layers.png
The bar under the picture is 20 um long. Two of the layers only.
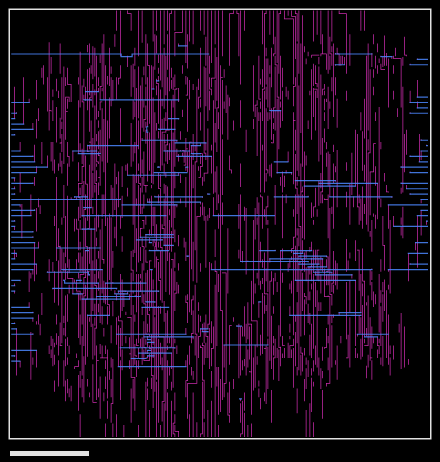
clock_wires.png
The bar under the picture is 20 um long.
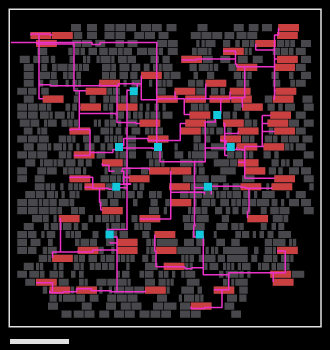
ff_map.png
The bar under the picture is 20 um long. Other sequential cells in the stronger gray, the rest of the logic in the fainter gray.
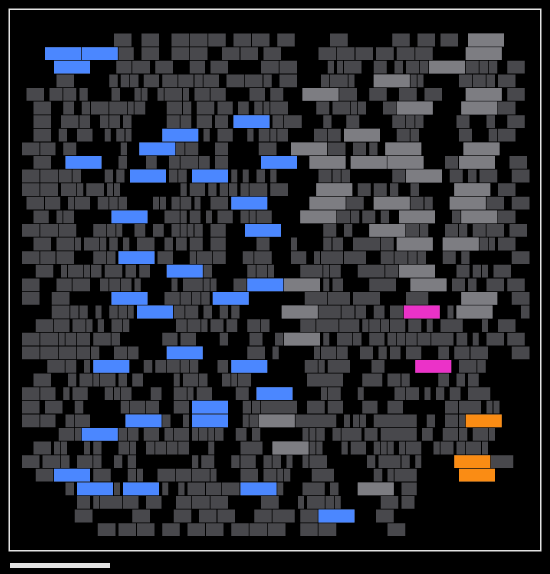
clock_nets.png
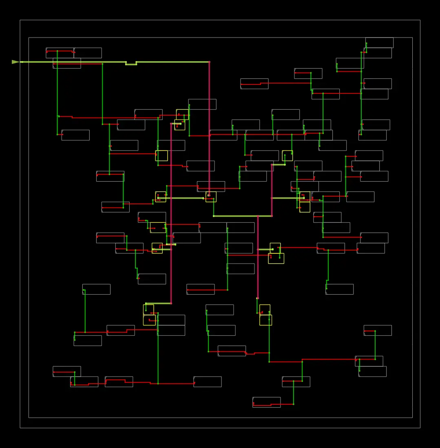
<file path="src/rtl/inst_fetch.sv">
// Instruction fetch: owns the PC and assembles each 32-bit instruction from
// four in-order byte reads on the shared memory port. A redirect discards the
// word in flight and drains its outstanding responses before refetching.
module inst_fetch #(
    parameter logic [31:0] RESET_PC = 32'h0000_0000
) (
    input  logic        clk,
    input  logic        rst,
    input  logic        rdy_i,
    input  logic [4:0]  stall_i,
    input  logic        br_taken_i,
    input  logic [31:0] br_addr_i,
    output logic        mem_req_o,
    output logic [31:0] mem_addr_o,
    input  logic        mem_gnt_i,
    input  logic        mem_rvalid_i,
    input  logic [7:0]  mem_rdata_i,
    output logic [31:0] if_pc_o,
    output logic [31:0] if_inst_o,
    output logic        stall_req_o
);

    typedef enum logic [1:0] {
        S_FETCH = 2'd0,
        S_DONE  = 2'd1,
        S_DRAIN = 2'd2
    } state_e;

    state_e      state_q, state_d;
    logic [31:0] pc_q, pc_d;
    logic [31:0] buf_q, buf_d;
    logic [2:0]  issued_q, issued_d;
    logic [2:0]  recvd_q, recvd_d;
    logic [2:0]  pend_q, pend_d;

    logic [2:0]  outst;       // responses still owed to us this cycle
    logic        rv_ok;       // response that matches an outstanding request
    logic        gnt_fire;    // request accepted this cycle
    logic [2:0]  redir_out;   // responses left in flight after a redirect

    // Only stall[1] (IF/ID capture) matters to this stage.
    logic unused_stall;
    assign unused_stall = ^{stall_i[4:2], stall_i[0]};

    assign mem_req_o   = rdy_i & ~rst & (state_q == S_FETCH) & (issued_q < 3'd4);
    assign mem_addr_o  = pc_q + {29'd0, issued_q};
    assign if_pc_o     = pc_q;
    assign if_inst_o   = buf_q;
    assign stall_req_o = (state_q != S_DONE);

    assign gnt_fire = mem_req_o & mem_gnt_i;

    // Outstanding count per state; a stray rvalid with nothing owed is ignored.
    always_comb begin
        outst = 3'd0;
        case (state_q)
            S_FETCH: outst = issued_q - recvd_q;
            S_DRAIN: outst = pend_q;
            default: outst = 3'd0;
        endcase
        rv_ok     = mem_rvalid_i & (outst != 3'd0);
        redir_out = outst - {2'd0, rv_ok} + {2'd0, gnt_fire};
    end

    // Next-state logic; a redirect overrides every state's normal behaviour.
    always_comb begin
        state_d  = state_q;
        pc_d     = pc_q;
        buf_d    = buf_q;
        issued_d = issued_q;
        recvd_d  = recvd_q;
        pend_d   = pend_q;
        if (br_taken_i) begin
            pc_d     = br_addr_i;
            issued_d = 3'd0;
            recvd_d  = 3'd0;
            if (redir_out != 3'd0) begin
                pend_d  = redir_out;
                state_d = S_DRAIN;
            end else begin
                pend_d  = 3'd0;
                state_d = S_FETCH;
            end
        end else begin
            case (state_q)
                S_FETCH: begin
                    if (gnt_fire) issued_d = issued_q + 3'd1;
                    if (rv_ok) begin
                        buf_d[{recvd_q[1:0], 3'b000} +: 8] = mem_rdata_i;
                        recvd_d = recvd_q + 3'd1;
                        if (recvd_q == 3'd3) state_d = S_DONE;
                    end
                end
                S_DONE: begin
                    if (!stall_i[1]) begin
                        pc_d     = pc_q + 32'd4;
                        issued_d = 3'd0;
                        recvd_d  = 3'd0;
                        state_d  = S_FETCH;
                    end
                end
                S_DRAIN: begin
                    if (rv_ok) pend_d = pend_q - 3'd1;
                    if (pend_q == 3'd0 || (rv_ok && pend_q == 3'd1)) begin
                        pend_d   = 3'd0;
                        issued_d = 3'd0;
                        recvd_d  = 3'd0;
                        state_d  = S_FETCH;
                    end
                end
                default: state_d = S_FETCH;
            endcase
        end
    end

    // State registers; rdy low freezes everything.
    always_ff @(posedge clk) begin
        if (rst) begin
            state_q  <= S_FETCH;
            pc_q     <= RESET_PC;
            buf_q    <= 32'd0;
            issued_q <= 3'd0;
            recvd_q  <= 3'd0;
            pend_q   <= 3'd0;
        end else if (rdy_i) begin
            state_q  <= state_d;
            pc_q     <= pc_d;
            buf_q    <= buf_d;
            issued_q <= issued_d;
            recvd_q  <= recvd_d;
            pend_q   <= pend_d;
        end
    end

endmodule

</file>
<file path="config.mk">
export PLATFORM = sky130hd
export DESIGN_NAME = inst_fetch
export DESIGN_NICKNAME = d
export VERILOG_FILES = /design/src/rtl/inst_fetch.sv
export SDC_FILE = /design/constraint.sdc
export NUM_CORES = 1
export LEC_CHECK = 0
export CORE_AREA = 2 2 104 106
export CTS_BUF_LIST = sky130_fd_sc_hd__clkbuf_4
export DETAILED_ROUTE_END_ITERATION = 8
export DIE_AREA = 0 0 106 108
export PLACE_DENSITY_LB_ADDON = 0.12
export SYNTH_ARGS = -nofsm -noshare
export SYNTH_HDL_FRONTEND = slang
export SYNTH_SLANG_ARGS = --single-unit
</file>
<file path="constraint.sdc">
create_clock -name clk -period 4.51 [get_ports clk]
set_input_delay 0.6765 -clock clk [delete_from_list [all_inputs] [get_ports clk]]
set_output_delay 0.6765 -clock clk [all_outputs]
set_load 0.005 [all_outputs]
</file>
==> reports/metrics.csv <==
stage,metric,value,unit
synth,post-synth top area share,0.302,
synth,Syn Inst Count,633,
final_layout,Non-clk invs,22,
route,post-route ant nets,0,
clock_network,root buffer cell,clkbuf_4,
synth,Synth Cell Area,4980,um2
grt,vias in the first global route,4952,
final_layout,Non-clock buffer share,0.227,
final_layout,dominant kind of cell by area,multi-input combinational cells,
clock_network,# hold bufs at CTS,0,
power_and_ir_drop,maximum VDD drop,0.000121,V
final_layout,final non-filler cell total,882,
critical_path,crit path kind,reg2out,
critical_path,CP startpoint kind,register,
floorplan,Std-Cell Rows,37,
final_layout,register area,1500,um2
grt,first-pass GRT wire length,24700,um
critical_path,worst setup path endpoint,mem_addr_o[30],
worst_hold_path,worst hold stages,2,
critical_path,critical path peak fanout,4,
critical_path,critical path startpoint,issued_q[0],
final_layout,seq_cells,75,
placement,DP Area,6400,um2
critical_path,CP Capture Type,output pin,
floorplan,Initial Utilization,0.486,
final_timing,worst slew pin tran,0.908,ns
final_layout,FILL cells,933,
worst_hold_path,hold path start,if_inst_o[23],
floorplan,core area,10200,um2
placement,Routability Congestion,0.913,
clock_network,clk buf depth,2,
clock_network,CTS tree,yes,
synth,"count leader, synth",dfxtp_1,
critical_path,worst-path cell chain,ha_1 > inv_1 > fa_1 > nor2b_1 > o2111ai_1 > or2_2 > nor3_1 > xor2_1 > clkdlybuf4s50_1,
synth,top post-synthesis cells by count,"dfxtp_1, nand2_1, nand3_1, o31ai_1, a21oi_1",
route,DRC Markers,0,
final_layout,Combinational Gates,483,
critical_path,worst reg2reg path depth,14,
critical_path,"slowest stage delay, CP",0.51,ns
grt,initial antenna violation count,0,
clock_network,H-tree depth,3,
flow_run,maxcap violations,0,
final_timing,final setup vio count,0,
synth,post-synth cell types,65,
final_layout,most frequent logic cell in the layout,clkdlybuf4s50_1,
clock_network,Post-CTS Setup Inserts,0,
floorplan,die height,108,um
synth,Multiplexer share,0.0141,
critical_path,reg2reg end,state_q[1],
synth,"Chip Area, Yosys",4980,um2
critical_path,stages on the worst setup path,9,
synth,post-synth top area cell,dfxtp_1,
route,First-pass DRT Iterations,7,
synth,syn avg cell area,7.86,um2
synth,Synth Area in XOR/XNOR,0.0621,
critical_path,reg2reg start,recvd_q[0],
final_layout,Nets,816,
placement,DP Wirelength,11100,um
flow_run,Tool Warnings,39,
critical_path,worst path bufs/invs,2,
synth,cell count listed in synth_stat.txt,633,
synth,Logic family by area,AND-OR/OR-AND gates,
final_timing,min Tclk post-route,4.01,ns
run_status,status,finished clean,
floorplan,die area,11400,um2
critical_path,"setup slack, reg-to-reg",0.71,ns
synth,count of library flops with an enable pin,0,
final_layout,"final std cell area, no fill",6540,um2
critical_path,cell family with most CP delay,simple AND/OR/NAND/NOR gates,
critical_path,CP max stage cell,clkdlybuf4s50_1,
synth,fraction of registers with async set/reset,0,
synth,Yosys reg bits,75,
synth,and+or+nand+nor area frac,0.237,
final_timing,Max-slew headroom,0.394,
route,starting DRC count in detailed routing,340,
critical_path,data required time of the worst path,3.83,ns
synth,Syn Nets,708,
final_layout,combinational fraction of the cell area,0.485,
worst_hold_path,hold path endpoint,if_inst_o[23],
final_layout,antenna cells,0,
power_and_ir_drop,Total Power,1.43,mW
route,post-DR vias/cell,6.06,
final_layout,Non-CTS buffers,150,
final_layout,Comb area,3170,um2
power_and_ir_drop,Power Dens Cells,219,nW/um2
synth,Synth Warn #,0,
critical_path,Crit path arrival time,3.33,ns
final_layout,Synth-to-Final Area Change,31.3,%
power_and_ir_drop,Static Leak,2.29,nW
final_timing,worst setup margin,0.501,ns
final_timing,Min Hold Slack,0.481,ns
grt,largest net degree at the start of global routing,61,
clock_network,post-cts gate resize count,0,
synth,Synth Area in Compound Gates,0.258,
final_timing,Fin. Hold Viols,0,
synth,dominant synthesized flop cell,dfxtp_1,
final_timing,RSZ-0062 raised after global routing,false,
synth,"FA/HA/MAJ Cells, Area Fraction",0.0649,
final_layout,Clock buf/inv share,0.0203,
floorplan,num tapcells,136,
synth,sequential share of the synthesized area,0.302,
grt,total grt overflow,0,
placement,input/output buffers,144,
worst_hold_path,type of the most critical hold path,reg2reg,
synth,"top cells, area","dfxtp_1, o31ai_1, nand3_1",
final_timing,Fmax,0.249,GHz
final_layout,most frequent cells in the layout,"clkdlybuf4s50_1, dfxtp_1, nand2_1",
placement,Placed Cells incl. Taps,866,
floorplan,io pins,149,
final_timing,Fin Setup TNS,0,ns
final_timing,fin. max-slew vios,0,
clock_network,Clock transition at path regs,0.15,ns
floorplan,DIE WIDTH,106,um
placement,Place WS,0.815,ns
final_layout,layout cells sized above 1,0.0442,
final_timing,final worst-path cycle share,0.889,
final_layout,final core utilization,0.639,
## Picture notes: layers.png
Key: M2 = magenta [wire length 7700 um]; M3 = blue [wire length 1020 um]
total track usage: 0.267
DR WL/cell: 17.6 um
vias after detailed routing: 5347
DRT Wirelength: 15500 um

## Picture notes: clock_wires.png
Key: flip-flops = red [count 75]; clock wires = magenta [length 1060 um]; clock-net drivers = cyan [count 9]
There are 10 routed clock nets.
Final Skew: 0.0182 ns
clock share of power: 0.296
clock network power: 0.424 mW
Clock Latency Late Sink: 0.44 ns

## Picture notes: ff_map.png
Key: `if_pc_o` = blue [placed flops 32]; `pend_q` = orange [placed flops 3]; `state_q` = magenta [placed flops 2]
Another 38 sequential cells are not colored.
flop share of the area: 0.230
Seq. pwr: 0.717 mW

## Picture notes: clock_nets.png
clkbuf count: 9
clock sinks: 75
total CTS buffers: 9

[power by group]
group,switching (mW),total [mW],internal [mW]
registers,0.0364,0.717,0.681
logic,0.142,0.291,0.148
clock network,0.296,0.424,0.128
[metal layers]
layer / part of all wire / vias to the layer above / GRT usage
met4: 0.018 / 0 / 0.0846
met2: 0.50 / 249 / 0.475
met5: 0 / - / 0
li1: - / 2571 / -
met3: 0.066 / 32 / 0.0374
met1: 0.42 / 2495 / 0.336
[registers in the layout (all words and copies together) (netlist names)]
signal and cells:
if_inst_o 32, if_pc_o 32, issued_q 3, pend_q 3, recvd_q 3, state_q 2
Power and IR drop assume default switching activity.
